Fig. 1: run 1, metal 1
Scale: 2 px per µm. Supply wires on this layer in gray.
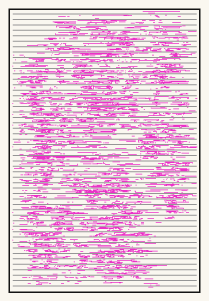
Fig. 2: run 1, clock distribution
Scale: 3 px per µm.
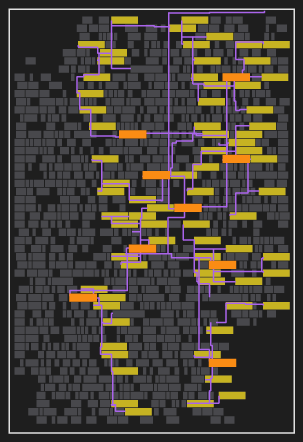
Fig. 3: run 1, the clock network
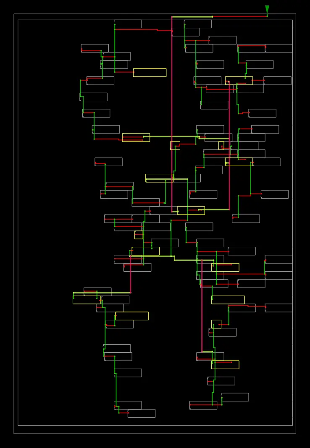
[src/rtl/fuzzy_attack_fsm_mc.sv]
// fuzzy_attack_fsm_mc: multi-channel fuzzy side-channel attack detector.
//   Each channel turns Q3.7 energy / crest (peak-mean) / Hamming distance into
//   8-bit ramp memberships, forms a 2-of-3 fuzzy score, and drives a
//   confirm/release FSM whose ALARM/COOLDOWN states raise attack_detected.
// Latency: 3 clk edges from an accepted sample to its effect on attack_detected.
// Backpressure: none. in_valid may be asserted every cycle and is never stalled.
// Ports:
//   clk, rst (async, active high), clr (sync clear of FSMs and event counter)
//   in_valid, energy/peak_power/mean_power [NCH*W], hamming_dist [NCH*HD_W]
//   score_valid, score [NCH*8], attack_detected [NCH], attack_any, alarm_events [16]
module fuzzy_attack_fsm_mc #(
    parameter int NCH      = 2,
    parameter int W        = 10,
    parameter int HD_W     = 8,
    parameter int E_LO     = 384,
    parameter int E_SH     = 6,
    parameter int C_LO     = 4,
    parameter int C_SH     = 3,
    parameter int H_LO     = 0,
    parameter int H_SH     = 2,
    parameter int ALARM_TH = 128,
    parameter int CONFIRM  = 2,
    parameter int RELEASE  = 3
) (
    input  logic                 clk,
    input  logic                 rst,
    input  logic                 clr,
    input  logic                 in_valid,
    input  logic [NCH*W-1:0]     energy,
    input  logic [NCH*W-1:0]     peak_power,
    input  logic [NCH*W-1:0]     mean_power,
    input  logic [NCH*HD_W-1:0]  hamming_dist,
    output logic                 score_valid,
    output logic [NCH*8-1:0]     score,
    output logic [NCH-1:0]       attack_detected,
    output logic                 attack_any,
    output logic [15:0]          alarm_events
);

    typedef enum logic [1:0] {ST_IDLE, ST_SUSPECT, ST_ALARM, ST_COOLDOWN} state_t;

    // Ramp membership: 0 at or below lo, full scale once 2^sh above lo,
    // linear in between by shifting the offset up to the 8-bit range.
    function automatic logic [7:0] mu(input logic [31:0] x, input int lo, input int sh);
        logic [31:0] d;
        if (x <= 32'(lo)) return 8'd0;
        d = x - 32'(lo);
        if (d >= (32'd1 << sh)) return 8'hFF;
        return 8'(d << (8 - sh));
    endfunction

    function automatic logic [7:0] min8(input logic [7:0] a, input logic [7:0] b);
        return (a < b) ? a : b;
    endfunction

    function automatic logic [7:0] max8(input logic [7:0] a, input logic [7:0] b);
        return (a > b) ? a : b;
    endfunction

    // ---------------- Stage 1: memberships ----------------
    logic [NCH-1:0][W-1:0] crest;
    logic [NCH-1:0][7:0]   mu_e_d, mu_c_d, mu_h_d;
    logic [NCH-1:0][7:0]   mu_e_q, mu_c_q, mu_h_q;
    logic                  s1_vld_q;

    always_comb begin
        crest  = '0;
        mu_e_d = '0;
        mu_c_d = '0;
        mu_h_d = '0;
        for (int i = 0; i < NCH; i++) begin
            // Mean above peak is a glitch in the extractor; treat crest as zero
            // instead of letting the subtraction wrap to a huge value.
            crest[i]  = (mean_power[i*W +: W] > peak_power[i*W +: W]) ? '0
                      : peak_power[i*W +: W] - mean_power[i*W +: W];
            mu_e_d[i] = mu(32'(energy[i*W +: W]), E_LO, E_SH);
            mu_c_d[i] = mu(32'(crest[i]), C_LO, C_SH);
            mu_h_d[i] = mu(32'(hamming_dist[i*HD_W +: HD_W]), H_LO, H_SH);
        end
    end

    always_ff @(posedge clk or posedge rst) begin
        if (rst) begin
            s1_vld_q <= 1'b0;
            mu_e_q   <= '0;
            mu_c_q   <= '0;
            mu_h_q   <= '0;
        end else begin
            s1_vld_q <= in_valid;
            if (in_valid) begin
                mu_e_q <= mu_e_d;
                mu_c_q <= mu_c_d;
                mu_h_q <= mu_h_d;
            end
        end
    end

    // ---------------- Stage 2: 2-of-3 rule score ----------------
    logic [NCH-1:0][7:0] score_d, score_q;
    logic                score_vld_q;

    always_comb begin
        score_d = '0;
        for (int i = 0; i < NCH; i++) begin
            score_d[i] = max8(max8(min8(mu_e_q[i], mu_c_q[i]),
                                   min8(mu_c_q[i], mu_h_q[i])),
                              min8(mu_e_q[i], mu_h_q[i]));
        end
    end

    always_ff @(posedge clk or posedge rst) begin
        if (rst) begin
            score_vld_q <= 1'b0;
            score_q     <= '0;
        end else begin
            score_vld_q <= s1_vld_q;
            if (s1_vld_q) score_q <= score_d;
        end
    end

    // ---------------- Stage 3: confirm/release FSMs ----------------
    state_t          state_q [NCH];
    state_t          state_d [NCH];
    logic [3:0]      cnt_q   [NCH];
    logic [3:0]      cnt_d   [NCH];
    logic [NCH-1:0]  hit;
    logic [7:0]      n_enter;
    logic [16:0]     evt_sum;
    logic [15:0]     alarm_events_q, alarm_events_d;

    always_comb begin
        hit = '0;
        for (int i = 0; i < NCH; i++) hit[i] = (32'(score_q[i]) >= 32'(ALARM_TH));
    end

    always_comb begin
        n_enter = '0;
        for (int i = 0; i < NCH; i++) begin
            state_d[i] = state_q[i];
            cnt_d[i]   = cnt_q[i];
            if (clr) begin
                state_d[i] = ST_IDLE;
                cnt_d[i]   = '0;
            end else if (score_vld_q) begin
                case (state_q[i])
                    ST_IDLE: if (hit[i]) begin
                        if (CONFIRM == 1) begin
                            state_d[i] = ST_ALARM;
                            cnt_d[i]   = '0;
                            n_enter    = n_enter + 8'd1;
                        end else begin
                            state_d[i] = ST_SUSPECT;
                            cnt_d[i]   = 4'd1;
                        end
                    end
                    ST_SUSPECT: if (hit[i]) begin
                        if ((cnt_q[i] + 4'd1) == 4'(CONFIRM)) begin
                            state_d[i] = ST_ALARM;
                            cnt_d[i]   = '0;
                            n_enter    = n_enter + 8'd1;
                        end else begin
                            cnt_d[i]   = cnt_q[i] + 4'd1;
                        end
                    end else begin
                        state_d[i] = ST_IDLE;
                        cnt_d[i]   = '0;
                    end
                    ST_ALARM: if (!hit[i]) begin
                        if (RELEASE == 1) begin
                            state_d[i] = ST_IDLE;
                            cnt_d[i]   = '0;
                        end else begin
                            state_d[i] = ST_COOLDOWN;
                            cnt_d[i]   = 4'd1;
                        end
                    end
                    ST_COOLDOWN: if (hit[i]) begin
                        // Re-arming from cooldown is not a new alarm event.
                        state_d[i] = ST_ALARM;
                        cnt_d[i]   = '0;
                    end else if ((cnt_q[i] + 4'd1) == 4'(RELEASE)) begin
                        state_d[i] = ST_IDLE;
                        cnt_d[i]   = '0;
                    end else begin
                        cnt_d[i]   = cnt_q[i] + 4'd1;
                    end
                    default: begin
                        state_d[i] = ST_IDLE;
                        cnt_d[i]   = '0;
                    end
                endcase
            end
        end
    end

    // Saturating add: a 17th bit catches the carry so the count sticks at FFFF.
    assign evt_sum = {1'b0, alarm_events_q} + {9'd0, n_enter};

    always_comb begin
        alarm_events_d = alarm_events_q;
        if (clr)             alarm_events_d = '0;
        else if (evt_sum[16]) alarm_events_d = 16'hFFFF;
        else                 alarm_events_d = evt_sum[15:0];
    end

    always_ff @(posedge clk or posedge rst) begin
        if (rst) begin
            for (int i = 0; i < NCH; i++) begin
                state_q[i] <= ST_IDLE;
                cnt_q[i]   <= '0;
            end
            alarm_events_q <= '0;
        end else begin
            for (int i = 0; i < NCH; i++) begin
                state_q[i] <= state_d[i];
                cnt_q[i]   <= cnt_d[i];
            end
            alarm_events_q <= alarm_events_d;
        end
    end

    always_comb begin
        attack_detected = '0;
        for (int i = 0; i < NCH; i++)
            attack_detected[i] = (state_q[i] == ST_ALARM) || (state_q[i] == ST_COOLDOWN);
    end

    assign attack_any   = |attack_detected;
    assign score_valid  = score_vld_q;
    assign score        = score_q;
    assign alarm_events = alarm_events_q;

endmodule
[config.mk]
export PLATFORM = sky130hd
export DESIGN_NAME = fuzzy_attack_fsm_mc
export DESIGN_NICKNAME = d
export VERILOG_FILES = /design/src/rtl/fuzzy_attack_fsm_mc.sv
export SDC_FILE = /design/constraint.sdc
export NUM_CORES = 1
export LEC_CHECK = 0
export CORE_ASPECT_RATIO = 1.5
export CORE_UTILIZATION = 56
export CTS_CLUSTER_SIZE = 20
export DETAILED_ROUTE_END_ITERATION = 8
export PLACE_DENSITY = 0.86
export SLEW_MARGIN = 20
export SYNTH_ARGS = -nofsm -noshare
export SYNTH_HDL_FRONTEND = slang
export SYNTH_SLANG_ARGS = --single-unit
[constraint.sdc]
create_clock -name clk -period 6.4 [get_ports clk]
set_input_delay 1.28 -clock clk [delete_from_list [all_inputs] [get_ports clk]]
set_output_delay 1.28 -clock clk [all_outputs]
set_load 0.01 [all_outputs]
==> notes.md, run 1 <==
This note records the results obtained with Yosys and OpenROAD.

Min path
The path category of the worst min-delay check is reg -> reg. The number of stages on the worst hold path is 2. In this run the most critical hold path is launched from score[4].

Placed design
RePlAce ended its routability-driven mode at a weighted congestion of roughly 0.9. The estimated wirelength of the detail-placed design is 12.9 mm. Setup slack on the worst path after placement came out at 0.712 ns. In this run, placement finished with an instance count of roughly 1,100.

The total cell area at the placement stage is 8430 µm².

Pwr
In this run the power density over the cells is between 200 and 300 nW/µm². Combinational logic burns between 50% and 60% of the power. For this design the static power due to leakage is 4.08 nW. The flow reports power dissipated in combinational cells as 0.00127 W. Per the power-grid run, VDD falls by no more than 0.127 mV. The total internal power is 0.00151 W. The relative contribution of sequential cells to total power is 25.1%.

Final layout
The count of inserted antenna diode cells is 0. The final design was reported to hold multi-input combinational gates totalling between 600 and 700. From synthesis to final layout, the design area changed by 22.1%. In the final layout, multi-input gates take up between 50% and 60% of the cell area. The non-clock inverters instantiated in the layout total 108. The cell class with the largest area share is multi-input combinational cells. The plain and repair buffers instantiated in the layout total 118.

Cells fill 70.1% of the core in the end. The cell area after layout is 8770 µm². In the final layout, clock buffers and inverters account for 3.94% of the cell area. Across the whole layout, storage elements account for 1800 µm². Per the cell usage report, the commonest logic cells after layout are 115 x sky130_fd_sc_hd__clkdlybuf4s50_1, 107 x sky130_fd_sc_hd__inv_1, 101 x sky130_fd_sc_hd__ha_1. The number of flip-flops under the largest register name is 16. Among logic cells in the layout, the one with the most instances is sky130_fd_sc_hd__clkdlybuf4s50_1. After layout the signal buffers, clock cells excluded, come to a little over an eighth of cell area. Leaving out filler cells and counting taps, the final layout contains roughly 1,100. Per the layout report, the design carries 993 filler cells.

The area of the multi-input gates is 4850 µm². The layout has 9 clock buffers.

Critical path
STA classifies the critical path endpoint as a register. Logic depth along the worst register-to-register path is recorded as 22. Traced cell by cell, the critical path runs through inv_1 > ha_1 > nand2_1 > o21ai_0 > a31oi_1 > o21ai_1 > mux2i_1 > inv_1 > ha_1 > nand2_1 > nor2_1 > a211o_1 > o22a_1 > mux2_1 > a221oi_1 > ha_1 > and4_1 > and4_1 > a31oi_1 > nand2b_1 > o22ai_1 > a21o_1. In this run the number of cells on the critical path is 22. Following the worst setup path forward leads to its endpoint at score[13].

The largest driver fanout on the critical path is 12. For the worst reg-to-reg path, the startpoint reported by OpenROAD is mu_c_q[12]. The classification of the worst setup path is reg -> reg. The worst-case register-to-register setup slack is 0.62 ns. The critical-path cell with the highest stage delay is sky130_fd_sc_hd__o21ai_1.

Floorplan
The area inside the core boundary is 12,500 µm². From bottom edge to top edge, the die measures 141 µm. The top-level port count is 116. The initial standard-cell utilization of the core is 57.4%. Row generation in the floorplan step produced 50 rows. The flow inserted 156 tap cells.

The die boundary width is 94.5 µm.

Clock network
The report lists the number of cells resized after CTS as 0. The post-CTS setup repair buffer count is 0. The CTS root buffer is sky130_fd_sc_hd__clkbuf_16.

The TritonCTS clock tree is built. In the CTS report, the clock slew at the register clock pins of the worst setup and hold paths is listed as 0.06 ns. Per the CTS log, the buffer count on the longest clock path is 2. In this run the number of H-tree levels came out at 3.

Global route
The via count of the first global-routing pass was 6,472. The global-route wire length before repair is 28.3 mm. The global routing report lists combined usage of all routing layers as between 20% and 30%. Global routing consumed, on the met2 layer, 48.6% of the routing resources.

The pin count of the biggest net entering global routing is between 70 and 80. The initial antenna violation count is 0. The routing usage on met3 is 4.91%.

Synth
Counting flops with a built-in enable in the synthesized netlist gives 0. The post-synthesis instance total is 854. The fraction of post-synthesis cell area in the top cell type by area is 25.1%. The sequential cell area fraction in the yosys report is 25.1%. Per the synthesis report, the simple-gate share of the synthesized area is 17.1%. The share of synthesized registers carrying an async set or reset is 100%.

The compound-gate portion of the synthesized area is 23.5%. The cell area that synthesis handed to floorplanning was 7190 µm². By area, the combinational part of the netlist is dominated by AND-OR/OR-AND gates. The multiplexer share of the synthesized area is 5.47%.

Timing
The post-route worst setup slack is 0.623 ns. The maximum operating frequency is 173 MHz. Max-slew check failures listed in the final report amount to 0. The setup violation total in the final timing report is 0.

At the pin with the least slew margin, the transition time is 0.994 ns. The period utilization is 90.3%. Setup repair after global routing left no endpoint under its margin.

The tightest hold path in the finished design has a slack of between 0.4 and 0.5 ns. In this run the tightest slew margin relative to its limit is 33.3%.

Routing
Using the TritonRoute via totals, the vias-per-cell ratio works out to between 5 and 6. The sum of met3 wire segment lengths after detailed routing is 673 µm. The total DRC errors in the routed layout is 0. The violation tally recorded at the end of detailed-routing iteration 0 is around 300.

Summed over all nets, wire length on met2 after detailed routing comes to 8.94 mm.

Run
The tool warning count for the run is 36.

Run status
The run finished with clean final reports.
-- Fig. 1 (at the start) --
The longest straight run is 29.4 µm. The layer holds 39% of the routed length. The wires run mostly horizontal. The layer carries 6,510 µm of wire. 1,006 nets have wire on it.
detailed-route via count: 6,635
global-route track usage on met1: 28.3%
sum of routed wire length over all layers: 16.6 mm

-- Fig. 2 (at the start) --
cells driving clock nets: in orange, count 9. flip-flops: in yellow, count 72. clock wires: in purple, length 1,020 µm.
There are 10 routed clock nets.
portion of total power attributed to the clock network: 23.6%
insertion delay to the later sink of the worst-skew pair: 0.35 ns
clock skew: 0.00713 ns
power consumed by the clock network: 0.000581 W

-- Fig. 3 (at the start) --
number of sinks driven by the clock tree: 72
num sequential: 72
total CTS buffers: 9

Fig. 4: run 1, met3 routing
Scale: 3 px per µm. Cells faint in the background.
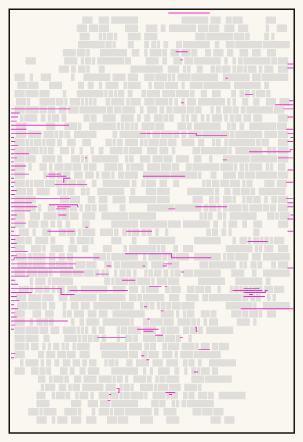

==> inputs of run 2 (changes only) <==
Settings changed: CORE_UTILIZATION 56 to 41, PLACE_DENSITY 0.86 to 0.67.
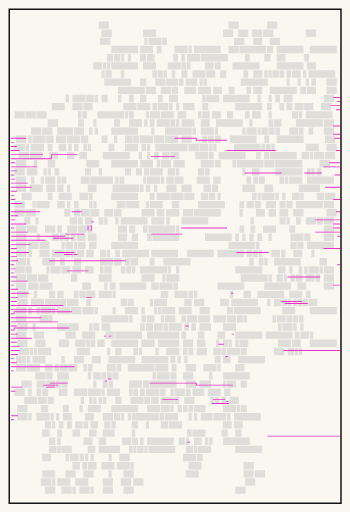
Fig. 5. Met3 routing (run 2).
Scale: 3 px per µm. Cells faint in the background.
The layer carries 662 µm of wire. The wires run mostly horizontal.
met3 track demand over resource in global routing: 3.29%
sum of routed wire length over all layers: 16.4 mm
detailed-route via count: 6,457

==> notes.md, run 2 <==
This note records the results obtained with Yosys and OpenROAD.

Routing
After detailed routing, the wire length on met1 is 7.01 mm. The initial DRC count is roughly 400. The sum of met3 wire segment lengths after detailed routing is about 660 µm.

The detail route stage leaves a number of antenna-violating nets equal to 0. The first TritonRoute pass finished after 4 iterations. The topmost layer with routed signal wires is met4. The total DRC errors in the routed layout is 0. The routed design shows a via density per instance of 5.51.

The routed design uses 8.46 mm of met2 wire. The average wire per standard cell is 14.0 µm.

Min path
The path category of the worst min-delay check is reg -> reg. Along the worst hold path, the cell count comes to 2. The capture endpoint of the worst hold path is score[5]. The worst hold path startpoint is score[5].

Timing
The shortest clock period the worst path allows after layout is a little under 6 ns. The count of final hold-check violations is 0. In the final report, the number of pins over their slew limit comes to 0. The transition at the pin with the smallest max-transition slack is approximately 0.95 ns. The worst slew slack as a fraction of its limit is 36.2%. Setup repair after global routing left no endpoint under its margin. The maximum operating frequency is 172 MHz. The summed negative setup slack over all endpoints is 0 ns. The tightest hold margin is 0.502 ns. The final timing report counts setup violations totalling 0. The period utilization is 90.6%.

Once routing completed, OpenROAD measured the worst setup slack at 0.599 ns.

Synth
By count the netlist is led by 108 x sky130_fd_sc_hd__inv_1, 101 x sky130_fd_sc_hd__ha_1, 72 x sky130_fd_sc_hd__dfrtp_1. The synthesized area divided by synthesized cell count is 8.41 µm². The synthesized design contains 0 enable-type register cells. The netlist area before placement is between 7000 and 8000 µm². The compound-gate portion of the synthesized area is 23.5%. The dominant kind of combinational cell is AND-OR/OR-AND gates. The net count after synthesis is 1,038. Counting every instance in the synthesized netlist gives 854. The share of synthesized registers carrying an async set or reset is 100%.

After synthesis, the largest area contributor takes up about a quarter of total cell area. The yosys cell count is 854. The basic-gate share of the synthesized area counting and, or, nand and nor cells is 17.1%. In the Yosys stats the netlist draws on 81 distinct library cells. The synthesis report lists the most area-consuming cells as sky130_fd_sc_hd__dfrtp_1 25%, sky130_fd_sc_hd__ha_1 18%, sky130_fd_sc_hd__inv_1 5.6%. After Yosys synthesis, full adders, half adders and majority gates account for 18.4% of the synthesized area. The warning count from the yosys run is 0. The cell with the most instances after synthesis is sky130_fd_sc_hd__inv_1. Summing the areas of all xor and xnor instances in the mapped netlist gives 3.05% of the synthesized area. The sequential cell area fraction in the yosys report is 25.1%. The synthesis-stage register bit count is 72.

The largest area contributor in the netlist is sky130_fd_sc_hd__dfrtp_1. The multiplexer share of the synthesized area is 5.47%.

Clock network
The clock slew seen by the registers of the worst setup and hold paths is about 0.060 ns. The TritonCTS clock tree is built. For this design, the sink count on the clock tree is 72. Post-CTS repair changed the size of 0 cells.

The number of buffers inserted for hold repair after clock tree synthesis is 0. In this run, CTS created clock tree buffers numbering 9. Per the repair_timing log after CTS, setup buffers inserted total 0. The CTS H-tree depth is 3. CTS placed an instance of sky130_fd_sc_hd__clkbuf_16 at the clock tree root. The maximum count of clock buffers along a single path is 2.

Final layout
The plain and repair buffers instantiated in the layout total between 100 and 150. Multi-input logic gates represent a cell area share of a little over half. The number of flip-flops under the largest register name is 16. The cell area after layout is a little under 9000 µm². The area of the multi-input gates is slightly below 5000 µm². By area, the class that comes first in the final layout consists of multi-input combinational cells. The net count of the finished layout is between 1,000 and 1,500. The most common logic cells in the final layout are 115 x sky130_fd_sc_hd__clkdlybuf4s50_1, 107 x sky130_fd_sc_hd__inv_1, 101 x sky130_fd_sc_hd__ha_1. The layout has 1,653 filler cells.

The fraction of cell area in non-clock buffers is 13.4%. The layout multi-input combinational cell count is 646. There are 72 flip-flops and latches. The top logic cell by instance count in the layout is sky130_fd_sc_hd__clkdlybuf4s50_1. The count of inserted antenna diode cells is 0. The final layout report lists a clock buffer count of 9. At the end of the flow the core is filled with cells to approximately 52%. The non-clock inverter count in the final layout is 108.

The relative area change from synthesis to final layout is 22.8%. The proportion of cell area spent on the clock network is 3.64%. The layout report lists the combined flip-flop and latch area as 1800 µm². The non-filler instance count after layout is 1,171.

Global route
The initial antenna violation count was 0. The via count of the first global-routing pass came to 6,236. The met2 capacity usage during global routing is 35.1%. Global routing consumed, over all layers together, 19.0% of the routing resources.

The met1 usage is 22.1%. The most congested layer reported by global routing is met2. The global-route wire length before repair is 27.8 mm. The pin count of the biggest net entering global routing is 73.

The total overflow reported by the global router is 0.

Pwr
In the power breakdown, the biggest contributor is combinational logic. The switching portion of total power comes to 39.1%. The power density over the cells is between 200 and 300 nW/µm².

The leakage component of the power is slightly above 4 nW. The switching power total is 0.000944 W. Summed over the clock group, the power is 0.000542 W. The power report lists the sequential group at 0.000623 W. The logic gate share of total power is 51.8%.

Per report_power, the sequential group accounts for between 20% and 30% of the total. Per the power-grid run, VDD falls by no more than 0.182 mV. The total internal power is 0.00147 W. The proportion of power drawn by the clock network is between 20% and 30%. For the combinational group, total power comes out at roughly 0.0013 W.

Critical path
The largest driver fanout on the critical path is 12. The signal on the critical path passes through inv_1 > ha_1 > nand2_1 > o21ai_0 > a31oi_1 > o21ai_1 > mux2i_1 > inv_1 > ha_1 > nor2b_1 > o21ai_0 > a21oi_1 > o22a_1 > mux2_1 > a221oi_1 > ha_1 > and4_1 > and4_1 > a31oi_1 > nand2b_1 > o22ai_1 > a21o_1. The largest single stage delay on the critical path is ~0.76 ns. The worst reg-to-reg path cell count is 22. The data required time reported for the critical path is 6.63 ns.

The most numerous cell on the critical path is sky130_fd_sc_hd__ha_1. The worst-case register-to-register setup slack is 0.60 ns. The script reports the combined buffer and inverter count of the critical path as 2.

In this run the worst setup path begins at mu_c_q[12]. The family with the most delay on the worst path is AND-OR/OR-AND gates. Looking at the setup timing report, the critical path kind is reg -> reg. The launching element type of the critical path is a register. The worst setup path is captured at a register. The critical path capture point is score[13]. Walking the critical path from launch to capture passes 22 cell instances. The critical register-to-register path startpoint is mu_c_q[12]. The endpoint of the worst-slack reg-to-reg timing path is score[13]. The critical-path cell with the highest stage delay is sky130_fd_sc_hd__o21ai_1. On the critical path the data arrives at 6.03 ns.

Run
The max capacitance violation total is 0. The stage logs contain a warning count of 36.

Placed design
During placement, the flow inserted port buffers numbering 115. Timing analysis after detailed placement gives a worst setup slack of 0.695 ns. Counting tap cells, the placed design contains a total of 1,155 instances. For this run the detailed placement stage logged an HPWL of 13.1 mm. Summing all placed instances gives a cell area of 8500 µm². RePlAce ended its routability-driven mode at a weighted congestion of 0.870.

Floorplan
At the floorplan stage, the core utilization is reported as 42.3%. The placement row count is between 50 and 60. The count of inserted tapcells is between 200 and 250. For this design the top-level I/O count stands at 116. Per the OpenROAD floorplan log, the area of the die is 18,100 µm². The die height is 164 µm. The die boundary width is 110 µm. The area inside the core boundary is 17,000 µm².

Run status
The run finished with clean final reports.
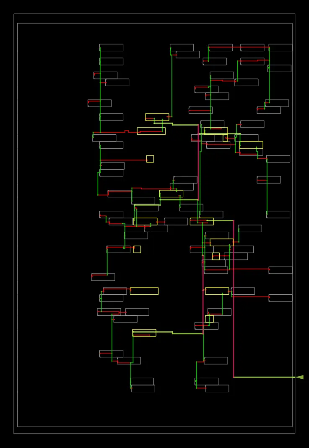
Fig. 6. The clock network (run 2).
clock skew: 0.00978 ns
insertion delay to the later sink of the worst-skew pair: 0.34 ns

Power and IR drop assume default switching activity.
